[src/rtl/timer_pkg.sv]
// Shared definitions for the countdown timer interrupt source:
// register map, CTRL field layout, mode codes and FSM state encoding.
package timer_pkg;

    // Word indices on the register port
    localparam logic [1:0] CTRL_IDX   = 2'd0;
    localparam logic [1:0] PRESET_IDX = 2'd1;
    localparam logic [1:0] COUNT_IDX  = 2'd2;

    // CTRL bit positions
    localparam int CTRL_EN_BIT   = 0;
    localparam int CTRL_MODE_LSB = 1;
    localparam int CTRL_MODE_MSB = 2;
    localparam int CTRL_IM_BIT   = 3;

    // Mode codes; codes 2 and 3 are kept as written but act as one-shot
    localparam logic [1:0] MODE_ONESHOT = 2'd0;
    localparam logic [1:0] MODE_RELOAD  = 2'd1;

    // CTRL register image, packed so that {im, mode, en} == CTRL[3:0]
    typedef struct packed {
        logic       im;
        logic [1:0] mode;
        logic       en;
    } ctrl_t;

    typedef enum logic [1:0] {
        ST_IDLE = 2'd0,
        ST_LOAD = 2'd1,
        ST_CNT  = 2'd2,
        ST_INT  = 2'd3
    } state_e;

endpackage

[src/rtl/timer_irq_source.sv]
// Memory-mapped countdown timer driving one CP0 HWInt request line.
// One-shot mode latches the flag until software rewrites CTRL; auto-reload
// mode produces a single-cycle request each period. A CPU write to CTRL
// always takes priority over the FSM's own updates of EN and the flag.
module timer_irq_source
    import timer_pkg::*;
#(
    parameter int CNT_W = 32
) (
    input  logic        clk,
    input  logic        RESET_N,
    input  logic        WE,
    input  logic [1:0]  A,
    input  logic [31:0] D,
    output logic [31:0] Q,
    output logic        IRQ
);

    state_e             state_q, state_d;
    ctrl_t              ctrl_q, ctrl_d;
    logic [CNT_W-1:0]   preset_q, preset_d;
    logic [CNT_W-1:0]   count_q, count_d;
    logic               flag_q, flag_d;

    // State and register file; reset abandons any count in progress
    always_ff @(posedge clk or negedge RESET_N) begin
        if (!RESET_N) begin
            state_q  <= ST_IDLE;
            ctrl_q   <= '0;
            preset_q <= '0;
            count_q  <= '0;
            flag_q   <= 1'b0;
        end else begin
            state_q  <= state_d;
            ctrl_q   <= ctrl_d;
            preset_q <= preset_d;
            count_q  <= count_d;
            flag_q   <= flag_d;
        end
    end

    // Next state: FSM first, then CPU writes override CTRL and the flag
    always_comb begin
        state_d  = state_q;
        ctrl_d   = ctrl_q;
        preset_d = preset_q;
        count_d  = count_q;
        flag_d   = flag_q;

        case (state_q)
            ST_IDLE: begin
                if (ctrl_q.en) begin
                    count_d = preset_q;
                    state_d = ST_LOAD;
                end
            end
            ST_LOAD: state_d = ST_CNT;
            ST_CNT: begin
                if (!ctrl_q.en) begin
                    state_d = ST_IDLE;
                end else if (count_q > CNT_W'(1)) begin
                    count_d = count_q - CNT_W'(1);
                end else begin
                    count_d = '0;
                    flag_d  = 1'b1;
                    state_d = ST_INT;
                end
            end
            ST_INT: begin
                // Reload mode keeps EN so IDLE restarts the count next edge
                if (ctrl_q.mode == MODE_RELOAD) flag_d = 1'b0;
                else                            ctrl_d.en = 1'b0;
                state_d = ST_IDLE;
            end
            default: state_d = ST_IDLE;
        endcase

        if (WE) begin
            case (A)
                CTRL_IDX: begin
                    ctrl_d = ctrl_t'(D[CTRL_IM_BIT:CTRL_EN_BIT]);
                    flag_d = 1'b0;
                end
                PRESET_IDX: preset_d = D[CNT_W-1:0];
                default: ;
            endcase
        end
    end

    // Combinational read mux, zero-extended to the bus width
    always_comb begin
        Q = '0;
        case (A)
            CTRL_IDX:   Q = 32'(ctrl_q);
            PRESET_IDX: Q = 32'(preset_q);
            COUNT_IDX:  Q = 32'(count_q);
            default:    Q = '0;
        endcase
    end

    assign IRQ = flag_q & ctrl_q.im;

endmodule

[config.mk]
export PLATFORM = sky130hd
export DESIGN_NAME = timer_irq_source
export DESIGN_NICKNAME = d
export VERILOG_FILES = /design/src/rtl/timer_pkg.sv /design/src/rtl/timer_irq_source.sv
export SDC_FILE = /design/constraint.sdc
export NUM_CORES = 1
export LEC_CHECK = 0
export CORE_UTILIZATION = 50
export DETAILED_ROUTE_END_ITERATION = 16
export PLACE_DENSITY = 0.76
export SYNTH_ARGS = -nofsm -noshare
export SYNTH_HDL_FRONTEND = slang
export SYNTH_SLANG_ARGS = --single-unit
[constraint.sdc]
create_clock -name clk -period 2.6 [get_ports clk]
set_input_delay 0.26 -clock clk [delete_from_list [all_inputs] [get_ports clk]]
set_output_delay 0.26 -clock clk [all_outputs]
set_load 0.03 [all_outputs]
==> reports/qor.csv, run 1 <==
metric,value,unit
fmax,432,MHz
synth-edff-count,0,
p_int,3.22,mW
status,finished clean,
drive_gt1_frac,0.268,
synth-simple-area-share,0.239,
die_area,0.00883,mm²
cts_buffers,9,
htree_levels,3,
reg2reg_from,count_q[22],
cts_tree,done,
finalClockPeriodUsage,0.891,
place_congestion,0.939,
min_period,2.32,ns
wl_per_cell,19.3,µm
seq_power_share,0.369,
crit_family,simple AND/OR/NAND/NOR gates,
fp_util,0.515,
yosys-top-cells-count,"71 x dfrtp_1, 35 x mux2_2, 34 x nand2_1",
switching_power,2.19,mW
io_buffers,69,
ir_drop,0.415,mV
end_kind,register,
area_delta_synth_final,25.6,%
die_x,94.0,µm
ys_sh_adder,0.00592,
drt_wl_total,11700,µm
clkSlewWorstSetupHoldPaths,0.08,ns
-- run 1: sequential cells by signal, summed over array words and instances, names as in the netlist --
name / cells
ctrl_q: 4
count_q: 32
preset_q: 32
state_q: 2
flag_q: 1
-- run 1: final cells by class --
type                            count  area, µm²
Sequential cell                    71       1780
Clock buffer                       11        151
Multi-Input combinational cell    312       2280
Fill cell                         694       2900
Clock inverter                      5        128
Timing Repair Buffer               98        838
Inverter                            3       11.3
Tap cell                          105        131
-- run 1: metal layers --
metal / vias to the layer above / track usage / share of wire
met5: - / 0 / 0
met4: 0 / 0.0936 / 0.014
met3: 16 / 0.0494 / 0.059
met2: 131 / 0.466 / 0.48
met1: 1867 / 0.394 / 0.45
li1: 1778 / - / -
Fig. 1: run 1, sequential cells grouped by signal name
Bar = 20 µm.
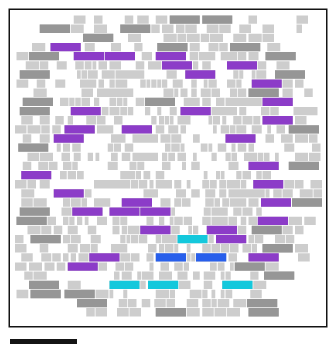
color	name in the netlist	placed flops
purple	`count_q`	32
cyan	`ctrl_q`	4
blue	`state_q`	2
not colored	33
Core Util, Final: 0.647
flop share of the area: 0.334
Seq. cell area: 0.00178 mm²
P_seq: 2.00 mW

Fig. 2: run 1, routed clock nets over the placement
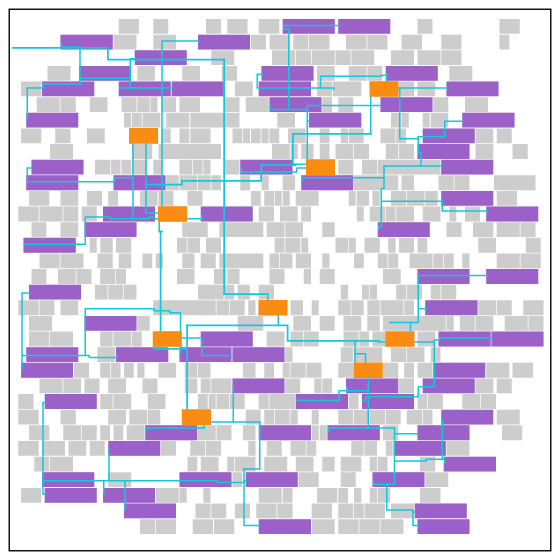
[purple] flip-flops | count: 71
[cyan] clock wires | length: 990 µm
[orange] cells driving clock nets | count: 9
flops lie	all over the die
routed clock nets	10

Fig. 3: run 1, placement by cell class
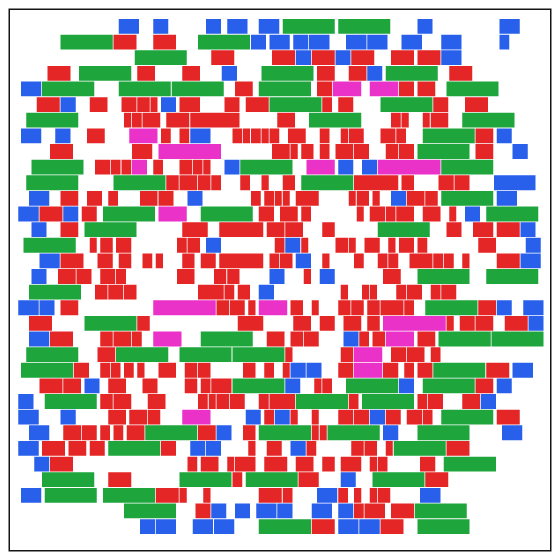
color	class	cells
green	flip-flops	71
magenta	clock drivers and dummy loads	16
red	all other logic	315
blue	other buffers and delay cells	98
total core area: 0.00822 mm²
# rows: 33
Finished Cell Area: 0.00532 mm²

--- run 2 (diff from run 1) ---
Settings changed: MAX_ROUTING_LAYER set to met4, SKIP_CTS_REPAIR_TIMING set to 1.
Fig. 4: run 2, routed clock nets over the placement
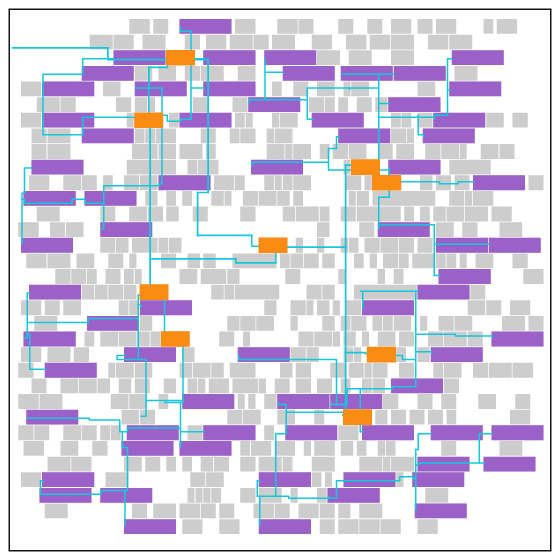
P_clk: 971 µW
Setup Skew: 0.00954 ns
clock group share of total power: 0.188
clk_lat worst skew: 0.35 ns

==> reports/qor.csv, run 2 <==
metric,value,unit,change
seq_cell_count,71,,unchanged
sh_seq_area,0.338,,was 0.334
final-seq-area,0.00178,mm²,unchanged
synth-edff-count,0,,unchanged
die_x,94.0,µm,unchanged
reg2reg_from,count_q[22],,unchanged
buffer_area_frac,0.160,,was 0.158
nWellTaps,105,,unchanged
dr.pass1.iters,5,,unchanged
topCellsByArea,"dfrtp_1 42%, mux2_2 9.3%, a22o_1 5.6%",,unchanged
worstPathRequired,2.84,ns,was 2.85 ns
synth_top_area_share,0.420,,unchanged
synth_warnings,0,,unchanged
p_int,2.96,mW,was 3.22 mW
fin_area,0.00525,mm²,was 0.00532 mm²
logic_gates,312,,unchanged
cts_tree,done,,unchanged
io_buffers,69,,unchanged
clock_buffers,10,,was 11
grt_max_degree,36,,was 37
end_kind,register,,unchanged
n_all_inverters,3,,unchanged
comb_share,0.434,,was 0.429
seq_cell_power,1.98,mW,was 2.00 mW
yosys-top-cells-count,"71 x dfrtp_1, 35 x mux2_2, 34 x nand2_1",,unchanged
coreArea,0.00822,mm²,unchanged
seq_power_share,0.384,,was 0.369
finalClockPeriodUsage,0.907,,was 0.891
status,finished clean,,unchanged
buffers,98,,unchanged
htree_levels,3,,unchanged
drive_gt1_frac,0.266,,was 0.268
drt_wl_total,11700,µm,about the same
switching_power,2.20,mW,was 2.19 mW
fp_util,0.515,,unchanged
logic_area,0.00228,mm²,unchanged
top_regs,"count_q: 32 flops, preset_q: 32 flops, ctrl_q: 4 flops",,unchanged
largest_class,combinational gates,,unchanged
clkSlewWorstSetupHoldPaths,0.08,ns,about the same
n_fill_cell,705,,was 694
area_delta_synth_final,24.1,%,was 25.6%
## run 2: critical path: cells and delay by family, from the launching register on
family / cells / cell delay [ns]
AND/OR/NAND/NOR: 4 / 1.55
flip-flops: 1 / 0.43
AND-OR/OR-AND: 1 / 0.28
## run 2: cells by family after synthesis
family / after synthesis / synth area share
and+or+nand+nor: 163 / 0.239
AOI/OAI and AO/OA: 107 / 0.188
DFF: 71 / 0.420
buffers and inverters: 40 / 0.0426
muxes: 40 / 0.105
adders and majority gates: 2 / 0.00591
## run 2: metal layers
layer	vias to the layer above	global-route usage	wire, µm
li1	1771	-	-
met2	173	0.471	5480
met3	25	0.0388	857
met4	0	0.105	244
met1	1858	0.391	5140
met5	-	-	0
Power figures rest on the tool's default switching activity, not on a simulated workload.
